Fig. 1: clock wiring as the flow saved it
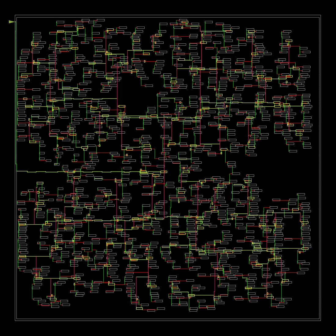
Fig. 2: pin map
Pins as bars across the die edge, other pins in grey.
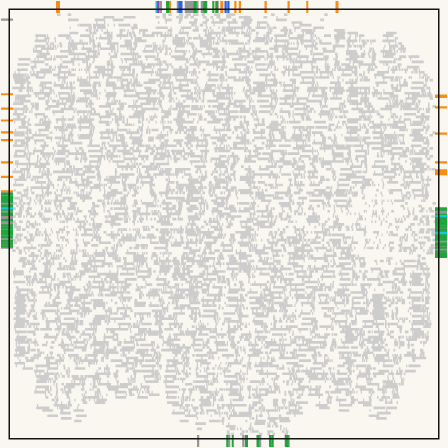
Fig. 3: cell area per tile
22 x 22 tiles, from black (low) to pale yellow (high), 0 to 100% covered.
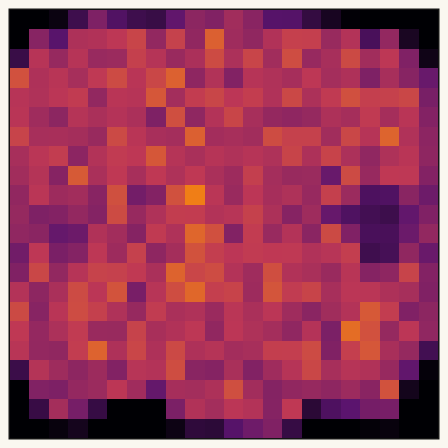
===== src/rtl/mips_register_file_mp_if.sv =====
`default_nettype none
// ============================================================================
// Module   : mips_register_file_mp_if
// Brief    : Decode/writeback-side port bundle of the multi-port register file.
// Revision : 1.0 - initial release
// ============================================================================
interface mips_register_file_mp_if #(
   parameter int DATA_WIDTH = 32,
   parameter int ADDR_WIDTH = 5,
   parameter int N_READ     = 2
);
   logic                         write_enable;
   logic [ADDR_WIDTH-1:0]        write_reg;
   logic [DATA_WIDTH-1:0]        write_data;
   logic [DATA_WIDTH/8-1:0]      write_byte_enable;
   logic                         reserve_enable;
   logic [ADDR_WIDTH-1:0]        reserve_reg;
   logic [N_READ*ADDR_WIDTH-1:0] read_reg;
   logic [N_READ*DATA_WIDTH-1:0] read_data;
   logic [N_READ-1:0]            read_busy;
   logic [DATA_WIDTH-1:0]        read_data_v0;

   modport master (
      output write_enable, write_reg, write_data, write_byte_enable,
      output reserve_enable, reserve_reg, read_reg,
      input  read_data, read_busy, read_data_v0
   );

   modport slave (
      input  write_enable, write_reg, write_data, write_byte_enable,
      input  reserve_enable, reserve_reg, read_reg,
      output read_data, read_busy, read_data_v0
   );
endinterface
`default_nettype wire


===== src/rtl/mips_register_file_mp.sv =====
`default_nettype none
// ============================================================================
// Module   : mips_register_file_mp
// Brief    : N-read / 1 byte-enabled write register file with load scoreboard.
// Revision : 1.0 - initial release
// ============================================================================
module mips_register_file_mp #(
   parameter int DATA_WIDTH = 32,
   parameter int ADDR_WIDTH = 5,
   parameter int N_READ     = 2,
   parameter int BYPASS     = 1
) (
   input  wire logic                clk,
   input  wire logic                reset,
   mips_register_file_mp_if.slave   rf
);
   localparam int                    c_NREGS  = 1 << ADDR_WIDTH;
   localparam int                    c_NBYTES = DATA_WIDTH / 8;
   localparam logic [ADDR_WIDTH-1:0] c_V0_REG = ADDR_WIDTH'(2);

   logic [DATA_WIDTH-1:0]        r_mem [c_NREGS];
   logic [c_NREGS-1:0]           r_busy;

   logic [DATA_WIDTH-1:0]        w_bmask;
   logic [DATA_WIDTH-1:0]        w_merged;
   logic                         w_wr_hit;
   logic                         w_rsv_hit;
   logic [ADDR_WIDTH-1:0]        w_addr;
   logic [N_READ*DATA_WIDTH-1:0] w_rd_data;
   logic [N_READ-1:0]            w_rd_busy;

   always_comb begin
      w_bmask = '0;
      for (int i = 0; i < c_NBYTES; i++) begin
         w_bmask[8*i +: 8] = {8{rf.write_byte_enable[i]}};
      end
   end

   assign w_wr_hit  = rf.write_enable && (rf.write_reg != '0);
   assign w_rsv_hit = rf.reserve_enable && (rf.reserve_reg != '0);
   assign w_merged  = (r_mem[rf.write_reg] & ~w_bmask) | (rf.write_data & w_bmask);

   // Reserve is applied after the write clear so a same-cycle reserve wins.
   always_ff @(posedge clk) begin
      if (reset) begin
         for (int i = 0; i < c_NREGS; i++) begin
            r_mem[i] <= '0;
         end
         r_busy <= '0;
      end else begin
         if (w_wr_hit) begin
            r_mem[rf.write_reg]  <= w_merged;
            r_busy[rf.write_reg] <= 1'b0;
         end
         if (w_rsv_hit) begin
            r_busy[rf.reserve_reg] <= 1'b1;
         end
      end
   end

   // Reserve inputs never reach the read side, so a bypassed read shows busy 0.
   always_comb begin
      w_rd_data = '0;
      w_rd_busy = '0;
      w_addr    = '0;
      for (int p = 0; p < N_READ; p++) begin
         w_addr = rf.read_reg[p*ADDR_WIDTH +: ADDR_WIDTH];
         if (w_addr != '0) begin
            if ((BYPASS != 0) && w_wr_hit && !reset && (rf.write_reg == w_addr)) begin
               w_rd_data[p*DATA_WIDTH +: DATA_WIDTH] = w_merged;
               w_rd_busy[p]                          = 1'b0;
            end else begin
               w_rd_data[p*DATA_WIDTH +: DATA_WIDTH] = r_mem[w_addr];
               w_rd_busy[p]                          = r_busy[w_addr];
            end
         end
      end
   end

   assign rf.read_data    = w_rd_data;
   assign rf.read_busy    = w_rd_busy;
   assign rf.read_data_v0 = r_mem[c_V0_REG];

endmodule
`default_nettype wire


===== src/flat_wrapper.sv =====
// flat-port wrapper written by rule: the top's interface ports become plain ports
module mips_register_file_mp_flat 
#(
   parameter int DATA_WIDTH = 32,
   parameter int ADDR_WIDTH = 5,
   parameter int N_READ     = 2,
   parameter int BYPASS     = 1
)
  (clk, reset, rf_write_enable, rf_write_reg, rf_write_data, rf_write_byte_enable, rf_reserve_enable, rf_reserve_reg, rf_read_reg, rf_read_data, rf_read_busy, rf_read_data_v0);
  mips_register_file_mp_if #(.DATA_WIDTH(DATA_WIDTH), .ADDR_WIDTH(ADDR_WIDTH), .N_READ(N_READ)) rf_i ();
  input  wire logic clk;
  input  wire logic reset;
  input wire logic [$bits(rf_i.write_enable)-1:0] rf_write_enable;
  input wire logic [$bits(rf_i.write_reg)-1:0] rf_write_reg;
  input wire logic [$bits(rf_i.write_data)-1:0] rf_write_data;
  input wire logic [$bits(rf_i.write_byte_enable)-1:0] rf_write_byte_enable;
  input wire logic [$bits(rf_i.reserve_enable)-1:0] rf_reserve_enable;
  input wire logic [$bits(rf_i.reserve_reg)-1:0] rf_reserve_reg;
  input wire logic [$bits(rf_i.read_reg)-1:0] rf_read_reg;
  output wire logic [$bits(rf_i.read_data)-1:0] rf_read_data;
  output wire logic [$bits(rf_i.read_busy)-1:0] rf_read_busy;
  output wire logic [$bits(rf_i.read_data_v0)-1:0] rf_read_data_v0;
  assign rf_i.write_enable = rf_write_enable;
  assign rf_i.write_reg = rf_write_reg;
  assign rf_i.write_data = rf_write_data;
  assign rf_i.write_byte_enable = rf_write_byte_enable;
  assign rf_i.reserve_enable = rf_reserve_enable;
  assign rf_i.reserve_reg = rf_reserve_reg;
  assign rf_i.read_reg = rf_read_reg;
  assign rf_read_data = rf_i.read_data;
  assign rf_read_busy = rf_i.read_busy;
  assign rf_read_data_v0 = rf_i.read_data_v0;
  mips_register_file_mp #(.DATA_WIDTH(DATA_WIDTH), .ADDR_WIDTH(ADDR_WIDTH), .N_READ(N_READ), .BYPASS(BYPASS)) u_core (.clk(clk), .reset(reset), .rf(rf_i));
endmodule

===== config.mk =====
export PLATFORM = sky130hd
export DESIGN_NAME = mips_register_file_mp_flat
export DESIGN_NICKNAME = d
export VERILOG_FILES = /design/src/rtl/mips_register_file_mp_if.sv /design/src/rtl/mips_register_file_mp.sv /design/src/flat_wrapper.sv
export SDC_FILE = /design/constraint.sdc
export NUM_CORES = 2
export LEC_CHECK = 0
export ABC_AREA = 1
export CAP_MARGIN = 20
export CELL_PAD_IN_SITES_DETAIL_PLACEMENT = 0
export CELL_PAD_IN_SITES_GLOBAL_PLACEMENT = 2
export CORE_MARGIN = 2
export CORE_UTILIZATION = 37
export DETAILED_ROUTE_END_ITERATION = 7
export PLACE_DENSITY = 0.83
export SLEW_MARGIN = 15
export SYNTH_ARGS = -nofsm -noshare
export SYNTH_HDL_FRONTEND = slang
export SYNTH_SLANG_ARGS = --single-unit

===== constraint.sdc =====
create_clock -name clk -period 6.98 [get_ports clk]
set_clock_uncertainty 0.05 [all_clocks]
set_input_delay 2.094 -clock clk [delete_from_list [all_inputs] [get_ports clk]]
set_output_delay 2.094 -clock clk [all_outputs]
set_load 0.02 [all_outputs]

==> CHANGELOG.md <==
### Changed

- CP startpoint: rf_write_reg[3]
- GRT Total Usage: 37.3%
- Maxcap violations: 0
- Count leader, synth: nand2_1
- Filler Cells Inserted: around 20000
- Pint: roughly 12000 uW
- Final Non-Filler Cells: about 13000
- Top area contributor share: between 40% and 50%
- Multi-input gate area in the final layout: 0.0337 sq mm
- Biggest area consumer among synthesized cells: edfxtp_1
- Final setup violation count: 0
- PwrDens: 217 mW/mm^2
- CP Class: primary input to primary output
- Crit path max-delay cell type: clkdlybuf4s50_1
- Fraction of layout cells with a size suffix above 1: between 8 and 9%
- Clk pwr share: 38.7%
- Yosys stat cell total: between 10000 and 15000
- Worst-path clk slew: about 0.060 ns
- Fin. max-slew vios: 0
- Seq share, synth: between 40% and 50%
- Drt first-iter violations: 9669
- CP Launch Type: primary input
- Port Buf Inserts: about 160
- Max Clk Rate: between 0.1 and 0.15 GHz
- Die X: ~440 um
- Syn Inst Count: around 10000
- Relative slew slack: a little over a quarter
- Biggest area cells: edfxtp_1 43%, nand2_1 20%, nand3_1 10%
- I/O pin count: ~160
- P_leak: around 0.036 uW
- Sw frac: 32.0%
- Fin nets: ~10000
- Avg WL per Cell: between 20 and 30 um
- Post-synth EDFFs: ~1000
- Final ANT Viol Nets: 0
- Initial DRT Pass Iterations: 7
- CTS tree: built
- R2R Path End: u_core.r_mem[15][11]
- R2R cell count: 11
- Initial antenna violation count: 10
- Tally of OpenROAD warnings: 27
- Final WL: about 380000 um
- Worst R2R Start: u_core.r_mem[2][11]
- RSZ-0062 raised after global routing: false
- # DRC: 0
- Crit share post-route: 99.5%
- Crit path max fanout: 22
- Setup crit end kind: primary output
- Post-synth cell types: 35
- Minimum clock period after layout: 6.95 ns
- Placed cells: between 10000 and 15000
- Post-synth ARST share: 0%
- Setup TNS: 0 ns
- Routed via count: ~75000
- Root buffer cell: clkbuf_16
- Crit path required time: roughly 4.8 ns
- Top FF cell, synth: edfxtp_1
- Synthesized area per cell: 6.99 sq um
- Placer Congestion: 0.938
- Reg area: approximately 0.031 sq mm
- Combinational Power Share: 20.3%
- Maximum clock path buffer count: 3
- Worst-margin pin slew: ~1.1 ns
- Die area: ~0.20 sq mm
- # rows: about 160
- Peak supply drop: approximately 200 uV
- Most frequent cells after synthesis: 3846 x nand2_1, 1434 x nand3_1, 1276 x nor2_1
- Drt via density: between 5 and 6
- CP arrival: ~4.8 ns
- Synthesized flop and latch total: 1056
- Largest net degree at the start of global routing: 100
- Setup crit end: rf_read_data[7]
- Switch Pwr: roughly 5700 uW
- Late-Pin Clk Latency: a little over 0.8 ns
- Htree depth: 4
- Synth Warn #: 0
- Total grt overflow: 0
- Sequential share of power: 41.0%
- Area Growth Syn to Fin: 15.0%
- Crit path cell chain: clkdlybuf4s50_1 > inv_4 > nand3_1 > o21ai_2 > nor2_4 > inv_1 > nor3_4 > buf_12 > buf_4 > nand3_1 > nand2_1 > buf_4
- Hold Crit Class: flop to flop
- Post-DP HPWL: ~240000 um
- Number of global-route vias before repair: between 60000 and 70000
- Outcome: completed
- Internal reg-to-reg setup slack: just over 4 ns
- Clock sink count: approximately 1100
- Synthesized chip area reported by yosys: a little over 0.07 sq mm
- First-pass GRT wire length: around 520000 um
- Die Y: approximately 440 um
- Crit-path max cell delay: around 0.62 ns
- Mapped cell area: around 0.072 sq mm
- Fin. Hold Viols: 0
-- Fig. 1 (at the start) --
Clk. pwr: 6930 uW
TritonCTS Buffers: 135

-- Fig. 2 (at the start) --
legend:
  rf_write_byte_enable:
    colour: cyan
    pins: 4
    direction: input
    edge: 2 right, 1 top, 1 left
  rf_read_data:
    colour: green
    pins: 64
    direction: output
    edge: 24 right, 22 left, 10 bottom, 8 top
  rf_write_reg:
    colour: blue
    pins: 5
    direction: input
    edge: top
  rf_read_data_v0:
    colour: orange
    pins: 32
    direction: output
    edge: 14 top, 9 left, 9 right
  rf_write_enable:
    colour: purple
    pins: 1
    direction: input
    edge: top

-- Fig. 3 (at the start) --
mean over tiles: 40%
nearly empty tiles: 6.2%
fullest tile: 71%
densest ninth of the die: centre
core region area: 0.193 sq mm
Core Util at FP: 37.2%

## metal layers
layer | GRT usage (%) | vias to the layer above | wire length (um)
met1 | 46.3 | 36018 | 142000
li1 | - | 33272 | -
met2 | 58.6 | 4694 | 168000
met5 | 0 | - | 12
met4 | 27.5 | 2 | 32100
met3 | 6.05 | 1143 | 35900
## final cells by class
type	count	share of cell area, %
Multi-Input combinational cell	7577	40.9
Sequential cell	1056	38.1
Timing Repair Buffer	640	8.37
Clock buffer	185	4.63
Tap cell	2526	3.84
Inverter	790	3.68
Clock inverter	56	0.463
Antenna cell	6	0.0182
## timing repair
action                     4_1_cts  5_1_grt
setup buffers                    0        0
gates resized                    0        8
setup endpoints to repair        0       27
hold buffers                     0        0
## worst max-delay path, delay by kind of cell
kind | cells | cell delay (ns)
AND-OR/OR-AND | 1 | 0.10
buffers and inverters | 6 | 1.61
AND/OR/NAND/NOR | 5 | 0.96
## flip-flops by register name (all words and copies together) (netlist names)
register       cells
u_core.r_busy     32
u_core.r_mem    1024
## cells in the final DEF, fill, tap and decap left out, types with 7 or more instances in the layout
cell / synthesis / final
buf_4: 41 / 366
clkbuf_1: 392 / 36
clkinv_2: 0 / 17
nand3_2: 32 / 42
clkinv_1: 2 / 31
buf_8: 2 / 7
inv_1: 775 / 770
dfxtp_1: 32 / 32
nand2_2: 2 / 34
or2_2: 41 / 41
nand3_4: 20 / 20
edfxtp_1: 1024 / 1024
buf_12: 0 / 137
clkbuf_16: 0 / 145
nand3_1: 1434 / 1424
o211ai_1: 570 / 570
conb_1: 1 / 32
nand2_1: 3846 / 3814
nor3_4: 8 / 8
o21ai_0: 182 / 181
inv_2: 9 / 7
a21oi_1: 108 / 108
nor2_1: 1276 / 1276
clkdlybuf4s50_1: 0 / 118
## kinds of logic after synthesis
family / count (synthesis) / synth area share, %
buf+inv: 1645 / 9.55
flops: 1056 / 43.8
compound gates: 871 / 8.13
other cells: 1 / 0.00523
simple gates: 6668 / 38.4
xor+xnor: 6 / 0.0733
## stage by stage
stage	hold slack (ns)	utilization [%]	instance area, sq um	total power, uW	setup WS (ns)
after floorplan	0.369	-	71800	9320	1.20
after global routing	0.459	42.8	82400	18300	0.00618
after CTS	0.401	42.8	82400	17800	0.0217
final	0.406	42.8	82400	17900	0.0336
after global placement	0.388	40.6	78200	11000	0.0362
after detailed placement	0.393	40.6	78200	11000	0.0304
## worst min path at each step
stage,startpoint,end,slack [ns],cells after the start
after global placement,u_core.r_busy[0],u_core.r_busy[0],0.39,2
after floorplan,u_core.r_busy[0],u_core.r_busy[0],0.37,2
final,u_core.r_busy[0],u_core.r_busy[0],0.41,2
after CTS,u_core.r_busy[0],u_core.r_busy[0],0.40,2
after detailed placement,u_core.r_busy[0],u_core.r_busy[0],0.39,2
after global routing,u_core.r_busy[0],u_core.r_busy[0],0.46,2
## power groups by stage
stage                     Combinational (uW)  Sequential, uW  Clock (uW)
final                                   3630            7340        6930
after CTS                               3540            7330        6930
after global routing                    3790            7360        7170
after global placement                  3530            7450           0
after detailed placement                3530            7460           0
after floorplan                         1890            7430           0
Power is estimated from default activity; no workload was simulated.
